--- src/rtl/dmaster_bytes_to_packets.sv ---
// dmaster_bytes_to_packets
//   Decodes the framed byte stream coming from the JTAG/SPI bridge into an
//   Avalon-ST packet stream. The framing characters are SOP 0x7A, EOP 0x7B,
//   CHANNEL 0x7C and ESCAPE 0x7D. They are stripped from the stream and turn
//   into the out_startofpacket, out_endofpacket and out_channel sideband.
//   The output is a single register stage with full backpressure support.
//
// Ports
//   clk                single clock, rising edge
//   reset              synchronous, active-high
//   in_ready/valid/data      encoded byte input (ready/valid)
//   out_ready/valid          decoded output handshake
//   out_data                 decoded payload byte
//   out_channel              channel of the current byte (CHANNEL_WIDTH bits)
//   out_startofpacket/endofpacket  packet framing of the current byte
module dmaster_bytes_to_packets #(
  parameter int CHANNEL_WIDTH = 8
) (
  input  logic                     clk,
  input  logic                     reset,
  output logic                     in_ready,
  input  logic                     in_valid,
  input  logic [7:0]               in_data,
  input  logic                     out_ready,
  output logic                     out_valid,
  output logic [7:0]               out_data,
  output logic [CHANNEL_WIDTH-1:0] out_channel,
  output logic                     out_startofpacket,
  output logic                     out_endofpacket
);

  localparam logic [7:0] SOP_CODE  = 8'h7A;
  localparam logic [7:0] EOP_CODE  = 8'h7B;
  localparam logic [7:0] CHAN_CODE = 8'h7C;
  localparam logic [7:0] ESC_CODE  = 8'h7D;

  logic                     pend_sop_q, pend_sop_d;
  logic                     pend_eop_q, pend_eop_d;
  logic                     expect_chan_q, expect_chan_d;
  logic                     escaped_q, escaped_d;
  logic [7:0]               chan_q, chan_d;
  logic                     out_valid_q, out_valid_d;
  logic [7:0]               out_data_q, out_data_d;
  logic [CHANNEL_WIDTH-1:0] out_channel_q, out_channel_d;
  logic                     out_sop_q, out_sop_d;
  logic                     out_eop_q, out_eop_d;

  logic                     accept;
  logic                     is_value;
  logic [7:0]               value;
  // Padding lets one slice serve both the truncating and the zero-extending case.
  logic [CHANNEL_WIDTH+7:0] chan_ext;

  assign in_ready = !out_valid_q || out_ready;
  assign accept   = in_valid && in_ready;
  assign chan_ext = {{CHANNEL_WIDTH{1'b0}}, chan_q};

  always_comb begin
    pend_sop_d    = pend_sop_q;
    pend_eop_d    = pend_eop_q;
    expect_chan_d = expect_chan_q;
    escaped_d     = escaped_q;
    chan_d        = chan_q;
    out_valid_d   = out_valid_q;
    out_data_d    = out_data_q;
    out_channel_d = out_channel_q;
    out_sop_d     = out_sop_q;
    out_eop_d     = out_eop_q;
    is_value      = 1'b0;
    value         = in_data;

    // The held byte is consumed; a byte accepted this cycle may reload it below.
    if (out_ready) begin
      out_valid_d = 1'b0;
    end

    if (accept) begin
      if (escaped_q) begin
        // An escaped byte is always a value, even when it matches a special code.
        is_value  = 1'b1;
        value     = in_data ^ 8'h20;
        escaped_d = 1'b0;
      end else begin
        unique case (in_data)
          SOP_CODE: begin
            pend_sop_d    = 1'b1;
            expect_chan_d = 1'b0;
          end
          EOP_CODE: begin
            pend_eop_d    = 1'b1;
            expect_chan_d = 1'b0;
          end
          CHAN_CODE: expect_chan_d = 1'b1;
          ESC_CODE:  escaped_d     = 1'b1;
          default:   is_value      = 1'b1;
        endcase
      end

      if (is_value) begin
        if (expect_chan_q) begin
          chan_d        = value;
          expect_chan_d = 1'b0;
        end else begin
          out_valid_d   = 1'b1;
          out_data_d    = value;
          out_channel_d = chan_ext[CHANNEL_WIDTH-1:0];
          out_sop_d     = pend_sop_q;
          out_eop_d     = pend_eop_q;
          pend_sop_d    = 1'b0;
          pend_eop_d    = 1'b0;
        end
      end
    end
  end

  always_ff @(posedge clk) begin
    if (reset) begin
      pend_sop_q    <= 1'b0;
      pend_eop_q    <= 1'b0;
      expect_chan_q <= 1'b0;
      escaped_q     <= 1'b0;
      chan_q        <= '0;
      out_valid_q   <= 1'b0;
      out_data_q    <= '0;
      out_channel_q <= '0;
      out_sop_q     <= 1'b0;
      out_eop_q     <= 1'b0;
    end else begin
      pend_sop_q    <= pend_sop_d;
      pend_eop_q    <= pend_eop_d;
      expect_chan_q <= expect_chan_d;
      escaped_q     <= escaped_d;
      chan_q        <= chan_d;
      out_valid_q   <= out_valid_d;
      out_data_q    <= out_data_d;
      out_channel_q <= out_channel_d;
      out_sop_q     <= out_sop_d;
      out_eop_q     <= out_eop_d;
    end
  end

  assign out_valid         = out_valid_q;
  assign out_data          = out_data_q;
  assign out_channel       = out_channel_q;
  assign out_startofpacket = out_sop_q;
  assign out_endofpacket   = out_eop_q;

endmodule

--- config.mk ---
export PLATFORM = sky130hd
export DESIGN_NAME = dmaster_bytes_to_packets
export DESIGN_NICKNAME = d
export VERILOG_FILES = /design/src/rtl/dmaster_bytes_to_packets.sv
export SDC_FILE = /design/constraint.sdc
export NUM_CORES = 1
export LEC_CHECK = 0
export CELL_PAD_IN_SITES_DETAIL_PLACEMENT = 0
export CELL_PAD_IN_SITES_GLOBAL_PLACEMENT = 2
export CORE_ASPECT_RATIO = 1.1
export CORE_UTILIZATION = 30
export DETAILED_ROUTE_END_ITERATION = 16
export GPL_ROUTABILITY_DRIVEN = 0
export PLACE_DENSITY_LB_ADDON = 0.1
export SYNTH_ARGS = -nofsm -noshare
export SYNTH_HDL_FRONTEND = slang
export SYNTH_SLANG_ARGS = --single-unit
--- constraint.sdc ---
create_clock -name clk -period 1.95 [get_ports clk]
set_input_delay 0.39 -clock clk [delete_from_list [all_inputs] [get_ports clk]]
set_output_delay 0.39 -clock clk [all_outputs]
set_load 0.05 [all_outputs]
==> deck_impl_summary.md <==
Physical Implementation Snapshot

Floorplan
  • Full die area: 4820 sq um
  • Fp util: 0.316
  • Die X: 66.3 um
  • Vert. Die Dim: 72.7 um
  • Num ports: 32

STA
  • Unrepaired setup endpoints after global routing: yes
  • Count of pins over their slew limit: 0
  • Fin crit share: 0.956
  • Slew @ Worst Pin: 0.518 ns
  • Sum Neg Setup Slack: 0 ns
  • Max transition margin: 0.654
  • Hold_ws: 0.456 ns
  • Min cycle time layout: 1.86 ns
  • Fin. Hold Viols: 0
  • Clock skew: 0.00546 ns
  • Max Clock Freq: 0.537 GHz
  • Setup violators final: 0

GRT
  • Antenna violations before repair: 0
  • Busiest grt layer: met2
  • GR Overflow Total: 0
  • Largest net degree at the start of global routing: 26
  • Met2 usage in global routing: 0.224
  • Vias in the first global route: 1044
  • Global-route wire length before repair: 4.82 mm
  • Met3 Resource Use GR: 0.0422
  • M1 GR Usage: 0.159

Synthesis
  • Post-synth EDFFs: 0
  • Sequential area share after synthesis: 0.455
  • Synth Area per Inst: 10.6 sq um
  • Ao+oa area frac: 0.0303
  • Xor/xnor share: 0.0128
  • Cell with the most instances after synthesis: nand2b_1
  • Simple-gate share of the synthesized area: 0.279
  • Ranking of synthesized cells by area: dfxtp_1, mux2i_1, nand2b_1
  • Synth mux share: 0.191
  • Netlist Area Pre-Place: 1360 sq um
  • Syn Inst Count: 129
  • Async S/R FF share, synth: 0
  • Adder Area Share: 0
  • Ys cells: 129
  • Cell variety after synth: 22
  • Top cell type by total area after synthesis: dfxtp_1
  • Main logic family: simple AND/OR/NAND/NOR gates
  • Synth Register Bits: 31
  • Top post-synthesis cells by count: nand2b_1, dfxtp_1, mux2i_1
  • Post-Synthesis Net Count: 141
  • Top cell area share: 0.455
  • YS chip area: 1360 sq um

Route
  • Post-Route M1 WL: 1.31 mm
  • Wire length on met3: 117 um
  • Uppermost layer routed: met4
  • # DRC: 0
  • Post-route ant nets: 0
  • Routed WL per cell: 12.8 um
  • DRT iter0 DRCs: 28
  • Vias/cell: 4.54
  • Detail Route met2 WL: 1.41 mm
  • Drt pass-1 iters: 4

Power and ir drop
  • Pwr Total: 1.43 mW
  • Seq. pwr: 653 uW
  • Combinational power share: 0.152
  • Internal power: 1.07 mW
  • PD cells: 724 nW/um^2
  • Switching share of total power: 0.249
  • Maximum vdd drop: 0.428 mV
  • Logic power comb: 217 uW
  • Clk. pwr: 557 uW
  • Clk network pwr share: 0.390
  • Top Consumer: registers
  • Register share of total power: 0.458

Worst setup path
  • Setup CP Type: input port to register
  • Cell depth of the worst setup path: 6
  • Worst Path Max Fanout: 4
  • Critical path buffers and inverters: 2
  • Flop2flop setup slack: 0.27 ns
  • Reg-to-reg endpoint: escaped_q
  • Critical Path AT: 2.03 ns
  • CP startpoint kind: input port
  • R2R depth: 5
  • Crit-path max cell delay: 0.55 ns
  • Launching point of the worst reg2reg path: escaped_q
  • Slowest CP cell: or3b_2
  • Critical path cell sequence: clkdlybuf4s50_1 -> nor4bb_4 -> buf_4 -> and4_4 -> or3b_2 -> mux2i_1
  • CP endpoint: chan_q[5]
  • CP top delay family: simple AND/OR/NAND/NOR gates
  • Critical Path RT: 2.12 ns

Place
  • Setup WS pre-CTS: -0.315 ns
  • Cells after DPL: 218
  • Cell Area, Placed: 1810 sq um
  • Buffers on Ports: 31
  • DP HPWL: 2.13 mm

Outcome
  • Status: finished clean

CTS
  • CTS tree: done
  • Clock root cell: clkbuf_8
  • Post-CTS resize count: 4
  • CTS Hold Bufs: 0
  • Reg clk slew, reported paths: 0.06 ns
  • H-tree depth: 2
  • Number of setup buffers added after CTS: 0

Finish
  • Non-clock buffering overhead: 0.219
  • Comb gates: 89
  • Max-area cell class: combinational gates
  • Most frequent cells in the layout: nand2b_1, dfxtp_1, clkdlybuf4s50_1
  • Clkbuf count: 8
  • Comb area share: 0.377
  • Clock-cell share: 0.0508
  • Most numerous logic cell after layout: nand2b_1
  • Comb gate area: 743 sq um
  • Fin nets: 185
  • Layout cells sized above 1: 0.195
  • ANT cells: 0
  • Inverters: 2
  • FILL cells: 411
  • Register area: 621 sq um
  • Final Non-Filler Cells: 228

Worst hold path
  • Hold Crit Start: in_data[3]
  • Worst Hold End: chan_q[3]
  • Worst hold path type: input port to register
  • Hold path depth: 3

Job
  • Max-cap check violation count: 0
  • Tool warnings: 27
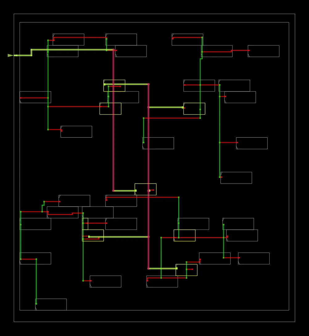
clock_nets.png
seq_cells: 31
Clock Sinks: 31
number of buffers created by CTS: 5
clk latency late pin: 0.28 ns

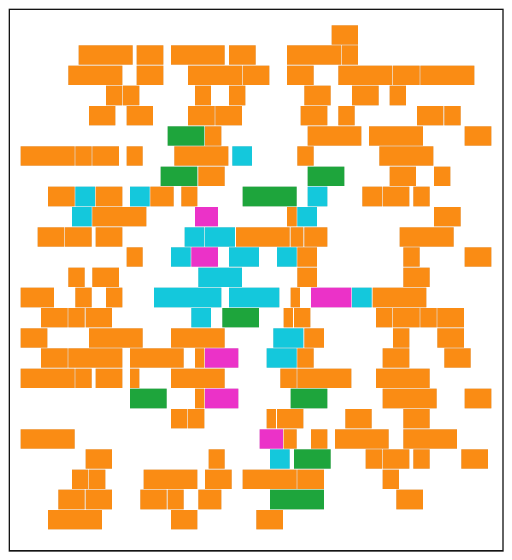
sizing.png
legend:
  x3 and x4:
    color: cyan
    cells: 19
    share: 11%
  x1 and smaller:
    color: orange
    cells: 140
    share: 80%
  x6 and larger:
    color: green
    cells: 9
    share: 5.2%
  x2:
    color: magenta
    cells: 6
    share: 3.4%
Setup WS post-layout: 0.0864 ns
Area growth, synth to finish: 44.5%
fin area: 1970 sq um
Non-Clock Buffer Count: 44

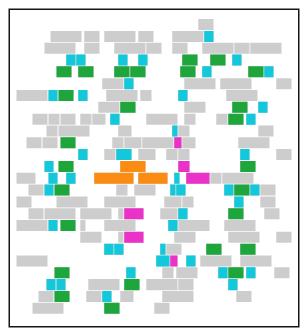
gates.png
legend:
  nor cells:
    color: orange
    cells: 3
  aoi and oai cells:
    color: magenta
    cells: 6
  mux cells:
    color: green
    cells: 26
    where: spread over the die
  nand cells:
    color: cyan
    cells: 44
    where: spread over the die

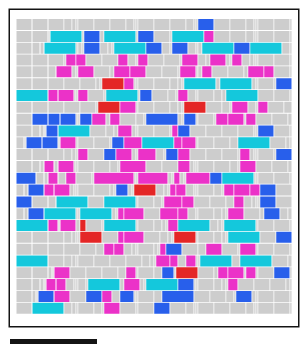
class_map.png
Bar = 20 um. Fill, decap, tap and diode cells in gray.
legend:
  remaining logic cells:
    color: magenta
    cells: 91
  clock drivers and dummy loads:
    color: red
    cells: 8
  remaining buffers and delay cells:
    color: blue
    cells: 44
  registers:
    color: cyan
    cells: 31
final core occ: 0.457
FP Rows: 25
fraction of area in registers: 0.315
core box area: 4320 sq um

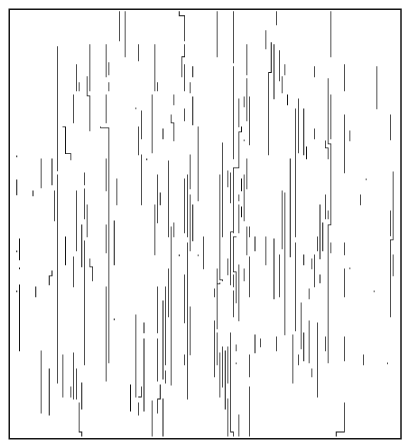
m2.png
wire length on this layer: 1410 um
nets with wire on the layer: 165
Total Routed Length: 2.91 mm
routed via count: 1034

Power is estimated from default activity; no workload was simulated.
